$ cat config.mk
export PLATFORM = sky130hd
export DESIGN_NAME = pipe_elastic
export DESIGN_NICKNAME = d
export VERILOG_FILES = /design/src/rtl/cpu_pkg.sv /design/src/rtl/pipe_skid_stage.sv /design/src/rtl/pipe_elastic.sv
export SDC_FILE = /design/constraint.sdc
export NUM_CORES = 1
export LEC_CHECK = 0
export CORE_MARGIN = 2
export CORE_UTILIZATION = 30
export CTS_CLUSTER_SIZE = 40
export DETAILED_ROUTE_END_ITERATION = 10
export SLEW_MARGIN = 10
export SYNTH_ARGS = -nofsm -noshare
export SYNTH_HDL_FRONTEND = slang
export SYNTH_SLANG_ARGS = --single-unit
$ cat constraint.sdc
create_clock -name clk -period 1.7 [get_ports clk]
set_input_delay 0.34 -clock clk [delete_from_list [all_inputs] [get_ports clk]]
set_output_delay 0.34 -clock clk [all_outputs]
set_load 0.05 [all_outputs]
$ cat src/rtl/cpu_pkg.sv
// Shared CPU-side definitions used by the elastic pipeline blocks.
package cpu_pkg;

    // Deepest chain of skid stages a pipe_elastic instance may build.
    localparam int PIPE_MAX_STAGES = 8;

    // Occupancy state of a single skid stage.
    typedef enum logic [1:0] {
        PS_EMPTY = 2'd0,
        PS_BUSY  = 2'd1,
        PS_FULL  = 2'd2
    } pipe_stage_e;

endpackage

$ cat src/rtl/pipe_skid_stage.sv
// One registered skid stage: a main register plus a skid register, so the
// ready it presents upstream depends only on its own state.
module pipe_skid_stage
    import cpu_pkg::*;
#(
    parameter int WIDTH = 32
) (
    input  logic             clk,
    input  logic             rst,
    input  logic             clr,
    input  logic             in_valid,
    input  logic [WIDTH-1:0] in_data,
    output logic             in_ready,
    output logic             out_valid,
    output logic [WIDTH-1:0] out_data,
    input  logic             out_ready,
    output logic [1:0]       valid_cnt
);

    pipe_stage_e      state;
    logic [WIDTH-1:0] main_q;
    logic [WIDTH-1:0] skid_q;
    logic             s_in;
    logic             s_out;

    assign in_ready  = (state != PS_FULL);
    assign out_valid = (state != PS_EMPTY);
    assign out_data  = main_q;
    assign s_in      = in_valid & in_ready;
    assign s_out     = out_valid & out_ready;

    // Number of held entries, decoded from the stage state.
    always_comb begin
        valid_cnt = 2'd0;
        case (state)
            PS_BUSY: valid_cnt = 2'd1;
            PS_FULL: valid_cnt = 2'd2;
            default: valid_cnt = 2'd0;
        endcase
    end

    // Stage state machine; reset wins over clear, clear wins over handshakes.
    always_ff @(posedge clk) begin
        if (rst) begin
            state  <= PS_EMPTY;
            main_q <= '0;
            skid_q <= '0;
        end else if (clr) begin
            state <= PS_EMPTY;
        end else begin
            case (state)
                PS_EMPTY: begin
                    if (s_in) begin
                        state  <= PS_BUSY;
                        main_q <= in_data;
                    end
                end
                PS_BUSY: begin
                    if (s_in && s_out) begin
                        main_q <= in_data;
                    end else if (s_in) begin
                        state  <= PS_FULL;
                        skid_q <= in_data;
                    end else if (s_out) begin
                        state <= PS_EMPTY;
                    end
                end
                PS_FULL: begin
                    if (s_out) begin
                        state  <= PS_BUSY;
                        main_q <= skid_q;
                    end
                end
                default: state <= PS_EMPTY;
            endcase
        end
    end

endmodule

$ cat src/rtl/pipe_elastic.sv
// Elastic pipeline: a chain of skid stages with flush, global enable and an
// occupancy count of every entry held in the chain.
module pipe_elastic
    import cpu_pkg::*;
#(
    parameter int WIDTH      = 32,
    parameter int NUM_STAGES = 1,
    parameter int CNT_W      = $clog2(2*NUM_STAGES+1)
) (
    input  logic             clk,
    input  logic             rst,
    input  logic             en,
    input  logic             flush,
    input  logic             in_valid,
    input  logic [WIDTH-1:0] in_data,
    output logic             in_ready,
    output logic             out_valid,
    output logic [WIDTH-1:0] out_data,
    input  logic             out_ready,
    output logic [CNT_W-1:0] occupancy
);

    if (NUM_STAGES < 1 || NUM_STAGES > PIPE_MAX_STAGES) begin : g_bad_depth
        $error("pipe_elastic: NUM_STAGES out of range");
    end

    logic             clr;
    logic             valid_chain [NUM_STAGES+1];
    logic [WIDTH-1:0] data_chain  [NUM_STAGES+1];
    logic             ready_chain [NUM_STAGES+1];
    logic [1:0]       cnt_chain   [NUM_STAGES];
    logic [CNT_W-1:0] occ_sum;

    // A disabled pipe behaves exactly like one being flushed every cycle.
    assign clr = flush | ~en;

    assign valid_chain[0]          = in_valid;
    assign data_chain[0]           = in_data;
    assign ready_chain[NUM_STAGES] = out_ready & ~clr;

    assign in_ready  = ready_chain[0] & ~clr;
    assign out_valid = valid_chain[NUM_STAGES];
    assign out_data  = data_chain[NUM_STAGES];
    assign occupancy = occ_sum;

    for (genvar k = 0; k < NUM_STAGES; k++) begin : g_stage
        pipe_skid_stage #(
            .WIDTH(WIDTH)
        ) u_stage (
            .clk      (clk),
            .rst      (rst),
            .clr      (clr),
            .in_valid (valid_chain[k]),
            .in_data  (data_chain[k]),
            .in_ready (ready_chain[k]),
            .out_valid(valid_chain[k+1]),
            .out_data (data_chain[k+1]),
            .out_ready(ready_chain[k+1]),
            .valid_cnt(cnt_chain[k])
        );
    end

    // Total entries held: sum of the per-stage counts.
    always_comb begin
        occ_sum = '0;
        for (int k = 0; k < NUM_STAGES; k++) begin
            occ_sum = occ_sum + CNT_W'(cnt_chain[k]);
        end
    end

endmodule

Fig. 1: pin map
Scale: 4 px per um. Pins as bars across the die edge, other pins in grey.
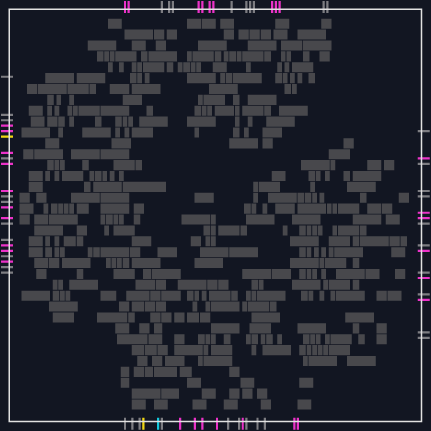
yellow -> occupancy  # pins 2, direction output, edge 1 bottom, 1 left
cyan -> flush  # pins 1, direction input, edge bottom
magenta -> in_data  # pins 32, direction input, edge 10 left, 9 top, 7 bottom, 6 right
all pins by edge = 22 left, 18 bottom, 18 top, 16 right

Fig. 2: the metal 2 layer
Scale: 4 px per um.
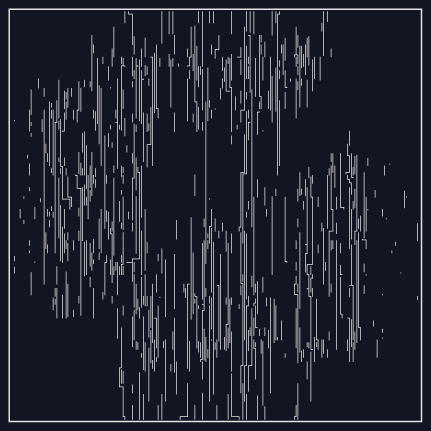
longest straight run = 43.5 um
share of all routed wire = 49%
wire length on this layer = 3730 um
nets with wire on the layer = 355
main direction = vertical

synthesized netlist by cell type (all sizes together):
library cell  count
clkbuf           10
o22a              1
o21ai             1
inv               1
nor2              1
or3               1
a21boi            1
or2               1
nor3              2
nand2           128
nand2b            3
a2111oi           1
a21oi            64
mux2i             1
nand3b            2
a311oi           32
nor2b             3
and2              1
dfxtp            66
buf              22
flip-flops by register name, summed over array words and instances, names as in the netlist:
name / count
g_stage.u_stage.skid_q: 32
g_stage.u_stage.state: 2
g_stage.u_stage.out_data: 32
where the power goes:
group / switching [mW] / internal (mW) / total (mW)
registers: 0.0262 / 1.59 / 1.61
clock network: 0.605 / 0.756 / 1.36
logic: 0.337 / 0.233 / 0.570
total: 0.969 / 2.58 / 3.55
==> qor.yml <==
worst_setup_path:
  rr_worst_depth: 5
  worstSetupStartpoint: "flush"
  cp-end-kind: "output port"
  start_kind: "input port"
  crit_buf_inv: 3
logic_synthesis:
  ys_seq_share_pct: 45.2
  synth.net_count: 380
finish:
  largest_class: "multi-input combinational cells"
  buffer_area_share_pct: 22.0
  finalNonFillerCells: 552
grt:
  met3_usage_pct: 3.59
  first_global_vias: 2427
cts:
  cts_tree: "yes"
  hold_buffers: 0
  post-cts-setup-buffers: 0
sta:
  period_needed_ns: 1.66
  worst_hold_slack_ns: 0.455
  finClkSkew_ns: 0.0118
  finalWorstSetupSlack_ns: 0.0352
  setup_violations: 0
outcome:
  status: "finished, final reports clean"
placed_design:
  pre_cts_ws_ns: -0.145
routing:
  drc: 0
Power figures rest on the tool's default switching activity, not on a simulated workload.
